### config.mk
export PLATFORM = sky130hd
export DESIGN_NAME = fb_port_arbiter
export DESIGN_NICKNAME = d
export VERILOG_FILES = /design/src/rtl/fb_pkg.sv /design/src/rtl/fb_clear_seq.sv /design/src/rtl/fb_port_arbiter.sv
export SDC_FILE = /design/constraint.sdc
export NUM_CORES = 1
export LEC_CHECK = 0
export CORE_ASPECT_RATIO = 0.7
export CORE_MARGIN = 3
export CORE_UTILIZATION = 30
export CTS_BUF_LIST = sky130_fd_sc_hd__clkbuf_8
export DETAILED_ROUTE_END_ITERATION = 8
export PLACE_DENSITY = 0.75
export SYNTH_ARGS = -nofsm -noshare
export SYNTH_HDL_FRONTEND = slang
export SYNTH_SLANG_ARGS = --single-unit
### constraint.sdc
create_clock -name clk_i -period 1.9 [get_ports clk_i]
set_input_delay 0.19 -clock clk_i [delete_from_list [all_inputs] [get_ports clk_i]]
set_output_delay 0.19 -clock clk_i [all_outputs]
set_load 0.02 [all_outputs]
### src/rtl/fb_pkg.sv
// Framebuffer geometry, bus widths and arbiter FSM encoding.
package fb_pkg;
  localparam int FB_W      = 300;
  localparam int FB_H      = 54;
  localparam int FB_DEPTH  = FB_W * FB_H;
  localparam int FB_ADDR_W = 14;
  localparam int FB_DATA_W = 12;

  typedef enum logic [1:0] {
    ST_IDLE  = 2'd0,
    ST_RUN   = 2'd1,
    ST_CLEAR = 2'd2
  } fb_state_e;
endpackage

### src/rtl/fb_clear_seq.sv
// Clear sweep: walks addresses 0..DEPTH-1 one per clk with a latched colour,
// then pulses done_o on the cycle the final write is presented to the SRAM.
module fb_clear_seq
  import fb_pkg::*;
#(
  parameter int ADDR_WIDTH = FB_ADDR_W,
  parameter int DATA_WIDTH = FB_DATA_W,
  parameter int DEPTH      = FB_DEPTH
) (
  input  logic                  clk_i,
  input  logic                  rst_i,
  input  logic                  start_i,
  input  logic [DATA_WIDTH-1:0] color_i,
  output logic                  active_o,
  output logic [ADDR_WIDTH-1:0] addr_o,
  output logic [DATA_WIDTH-1:0] color_o,
  output logic                  last_o,
  output logic                  done_o
);
  localparam logic [ADDR_WIDTH-1:0] LAST_ADDR = ADDR_WIDTH'(DEPTH - 1);

  logic                  run_q;
  logic [ADDR_WIDTH-1:0] cnt_q;
  logic [DATA_WIDTH-1:0] color_q;
  logic                  done_q;

  assign last_o   = run_q && (cnt_q == LAST_ADDR);
  assign active_o = run_q;
  assign addr_o   = cnt_q;
  assign color_o  = color_q;
  assign done_o   = done_q;

  // Sweep counter; start is only presented by the parent when no sweep runs.
  always_ff @(posedge clk_i or posedge rst_i) begin
    if (rst_i) begin
      run_q   <= 1'b0;
      cnt_q   <= '0;
      color_q <= '0;
      done_q  <= 1'b0;
    end else begin
      done_q <= last_o;
      if (start_i) begin
        run_q   <= 1'b1;
        cnt_q   <= '0;
        color_q <= color_i;
      end else if (run_q) begin
        if (last_o) begin
          run_q <= 1'b0;
          cnt_q <= '0;
        end else begin
          cnt_q <= cnt_q + 1'b1;
        end
      end
    end
  end
endmodule

### src/rtl/fb_port_arbiter.sv
// Single-port framebuffer SRAM arbiter: display reads vs draw writes, with
// read-streak starvation guard. Optional clear sweep enabled by FB_CLEAR_EN.
module fb_port_arbiter
  import fb_pkg::*;
#(
  parameter int ADDR_WIDTH    = FB_ADDR_W,
  parameter int DATA_WIDTH    = FB_DATA_W,
  parameter int DEPTH         = FB_DEPTH,
  parameter int MAX_RD_STREAK = 4
) (
  input  logic                  clk_i,
  input  logic                  rst_i,
  input  logic                  rd_req_i,
  input  logic [ADDR_WIDTH-1:0] rd_addr_i,
  output logic                  rd_ack_o,
  output logic                  rd_valid_o,
  output logic [DATA_WIDTH-1:0] rd_data_o,
  input  logic                  wr_req_i,
  input  logic [ADDR_WIDTH-1:0] wr_addr_i,
  input  logic [DATA_WIDTH-1:0] wr_data_i,
  output logic                  wr_ack_o,
  input  logic                  clr_start_i,
  input  logic [DATA_WIDTH-1:0] clr_color_i,
  output logic                  clr_busy_o,
  output logic                  clr_done_o,
  output logic [ADDR_WIDTH-1:0] mem_addr_o,
  output logic                  mem_write_o,
  output logic [DATA_WIDTH-1:0] mem_wdata_o,
  input  logic [DATA_WIDTH-1:0] mem_rdata_i
);
  localparam int SW = $clog2(MAX_RD_STREAK + 1);
  localparam logic [SW-1:0]         STREAK_MAX = SW'(MAX_RD_STREAK);
  localparam logic [ADDR_WIDTH-1:0] LIMIT      = ADDR_WIDTH'(DEPTH);

  fb_state_e             state_q, state_d;
  logic [SW-1:0]         streak_q, streak_d;
  logic                  wr_ack_q;
  // [0] read issued (= rd_ack), [1] SRAM captured, [2] rd_valid
  logic [2:0]            vld_pipe_q;
  logic [1:0]            oob_pipe_q;
  logic [DATA_WIDTH-1:0] rd_data_q;
  logic [ADDR_WIDTH-1:0] mem_addr_q, mem_addr_d;
  logic                  mem_write_q, mem_write_d;
  logic [DATA_WIDTH-1:0] mem_wdata_q, mem_wdata_d;

  logic                  in_clear, clr_go, clr_act, clr_last, clr_done;
  logic [ADDR_WIDTH-1:0] clr_addr;
  logic [DATA_WIDTH-1:0] clr_data;
  logic                  force_wr, gnt_rd, gnt_wr;

`ifdef FB_CLEAR_EN
  assign in_clear = (state_q == ST_CLEAR);
  assign clr_go   = clr_start_i && !in_clear;

  fb_clear_seq #(
    .ADDR_WIDTH (ADDR_WIDTH),
    .DATA_WIDTH (DATA_WIDTH),
    .DEPTH      (DEPTH)
  ) u_clr (
    .clk_i    (clk_i),
    .rst_i    (rst_i),
    .start_i  (clr_go),
    .color_i  (clr_color_i),
    .active_o (clr_act),
    .addr_o   (clr_addr),
    .color_o  (clr_data),
    .last_o   (clr_last),
    .done_o   (clr_done)
  );
`else
  logic unused_clr;
  assign unused_clr = clr_start_i ^ (^clr_color_i);
  assign in_clear   = 1'b0;
  assign clr_go     = 1'b0;
  assign clr_act    = 1'b0;
  assign clr_last   = 1'b0;
  assign clr_done   = 1'b0;
  assign clr_addr   = '0;
  assign clr_data   = '0;
`endif

  // Grant selection: clear blocks everything, read beats write unless the streak is exhausted.
  always_comb begin
    force_wr = wr_req_i && (streak_q == STREAK_MAX);
    gnt_rd   = !in_clear && !clr_go && rd_req_i && !force_wr;
    gnt_wr   = !in_clear && !clr_go && wr_req_i && !gnt_rd;
  end

  // Next state, streak and SRAM command; mem_write defaults low every cycle.
  always_comb begin
    state_d     = state_q;
    streak_d    = streak_q;
    mem_addr_d  = mem_addr_q;
    mem_wdata_d = mem_wdata_q;
    mem_write_d = 1'b0;

    if (clr_go) begin
      state_d = ST_CLEAR;
    end else begin
      case (state_q)
        ST_IDLE:  if (rd_req_i || wr_req_i)    state_d = ST_RUN;
        ST_RUN:   if (!(rd_req_i || wr_req_i)) state_d = ST_IDLE;
        ST_CLEAR: if (clr_last)                state_d = ST_IDLE;
        default:                               state_d = ST_IDLE;
      endcase
    end

    if (gnt_wr)                 streak_d = '0;
    else if (gnt_rd && wr_req_i) streak_d = streak_q + SW'(1);

    if (clr_act) begin
      mem_addr_d  = clr_addr;
      mem_wdata_d = clr_data;
      mem_write_d = 1'b1;
    end else if (gnt_rd) begin
      mem_addr_d  = rd_addr_i;
    end else if (gnt_wr) begin
      mem_addr_d  = wr_addr_i;
      mem_wdata_d = wr_data_i;
      mem_write_d = (wr_addr_i < LIMIT);
    end
  end

  // State, command and read-return registers; out-of-range reads return zero.
  always_ff @(posedge clk_i or posedge rst_i) begin
    if (rst_i) begin
      state_q     <= ST_IDLE;
      streak_q    <= '0;
      wr_ack_q    <= 1'b0;
      vld_pipe_q  <= '0;
      oob_pipe_q  <= '0;
      rd_data_q   <= '0;
      mem_addr_q  <= '0;
      mem_write_q <= 1'b0;
      mem_wdata_q <= '0;
    end else begin
      state_q     <= state_d;
      streak_q    <= streak_d;
      wr_ack_q    <= gnt_wr;
      vld_pipe_q  <= {vld_pipe_q[1:0], gnt_rd};
      oob_pipe_q  <= {oob_pipe_q[0], (rd_addr_i >= LIMIT)};
      if (vld_pipe_q[1]) rd_data_q <= oob_pipe_q[1] ? '0 : mem_rdata_i;
      mem_addr_q  <= mem_addr_d;
      mem_write_q <= mem_write_d;
      mem_wdata_q <= mem_wdata_d;
    end
  end

  assign rd_ack_o    = vld_pipe_q[0];
  assign rd_valid_o  = vld_pipe_q[2];
  assign rd_data_o   = rd_data_q;
  assign wr_ack_o    = wr_ack_q;
  assign clr_busy_o  = in_clear;
  assign clr_done_o  = clr_done;
  assign mem_addr_o  = mem_addr_q;
  assign mem_write_o = mem_write_q;
  assign mem_wdata_o = mem_wdata_q;
endmodule

density.png
Bar = 20 um. 11 x 8 tiles, from dark blue (low) to red (high), 0 to 100% covered.
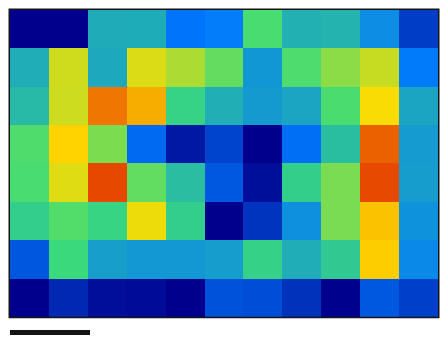
The fullest tile reaches 92%. The mean over all tiles is 39%. 9.1% of the tiles are over 75% full. The densest ninth of the die: left middle.

final_congestion.png
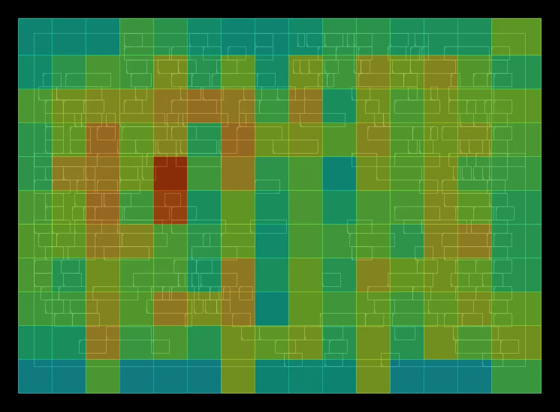
fraction of the core area covered by cells at the end of the flow: 48.7%
met2 Use GR: 19.0%
global-route track usage on met1: 15.3%
fraction of met3 tracks used by global routing: 5.00%
total global-route track usage: 12.0%

==> results.cfg <==
; flow metrics
[status]
result_of_the_run = completed

[final_timing]
grt_setup_unrepaired = no
totalNegativeSetupSlack_ns = 0
slew_violations = 0
hold-worst-slack_ns = 0.273
hold_vio_cnt_final = 0

[grt]
grt_max_degree = 26
vias_in_the_first_global_route = 1620
grt.busiest_layer = met2

[power_and_ir_drop]
share_comb_of_total_power_pct = 29.2
total_switching_power_mw = 0.710
ir_drop_mv = 0.390

[clock_tree]
tritoncts_clock_tree = built
cts.hold.buffers_added = 0
cts.root.buffer_cell = sky130_fd_sc_hd__clkbuf_8
cts_htree_levels = 2
post_cts_resize_count = 0
max-clock-path-buffers = 2

[floorplanning]
design.portCount = 113
rows = 25
initial_utilization_pct = 31.2

[finish]
combAreaFraction_pct = 24.0
layout.clock.cell_area_share_pct = 2.98
final_nets = 332
nFillCells = 653
clock_tree_buffer_count_of_the_final_layout = 5
postLayoutCellArea_sq_um = 3320
layout-area-overhead-vs-synth_pct = 55.8
fin_cells = 354
drive_gt1_share_pct = 18.1

[route]
metal_1_wl_um = 2180
met3RoutedLength_um = 513
vias_per_inst = 4.39
dr_total_vias = 1553
antenna_left = 0
top_layer_used_by_detailed_routing = met4

[synth]
edf_count = 0
top_area_cell = sky130_fd_sc_hd__dfrtp_1
yosysChipArea_sq_um = 2130
synth.top_cell.area_share_pct = 56.4

[placement]
finalWeightedCongestion = 0.712
io_buffer_count = 97

[critical_path]
path_buffers = 2
path_cells = inv_1, ha_1, nand2_1, a21boi_4, buf_12, mux2_1
worst-r2r-setup-slack_ns = 0.30
cell_family_contributing_the_most_delay_on_the_critical_path = flip-flops

[run]
cap_viol_max_count = 0

[hold_path]
worstHoldPathType = in -> async
power groups by stage:
stage	sequential [mW]	combinational, mW	clock [mW]
after floorplan	1.37	0.240	0
after global placement	1.24	0.782	0
after detailed placement	1.24	0.794	0
after CTS	1.22	0.795	0.715
after global routing	1.24	0.834	0.758
final	1.22	0.782	0.680
logic make-up (layout without fill, tap and decap cells):
| group | count (synthesis) | after routing | share of synthesized area, % |
|---|---|---|---|
| adder cells (fa/ha/maj) | 2 | 2 | 1.17 |
| AND/OR/NAND/NOR | 25 | 25 | 7.34 |
| other | 1 | 2 | 0.176 |
| flip-flops | 48 | 48 | 56.4 |
| AND-OR/OR-AND | 18 | 18 | 5.23 |
| buffers and inverters | 25 | 124 | 6.40 |
| multiplexers | 40 | 40 | 22.9 |
| XOR/XNOR | 1 | 1 | 0.411 |
Power and IR drop assume default switching activity.
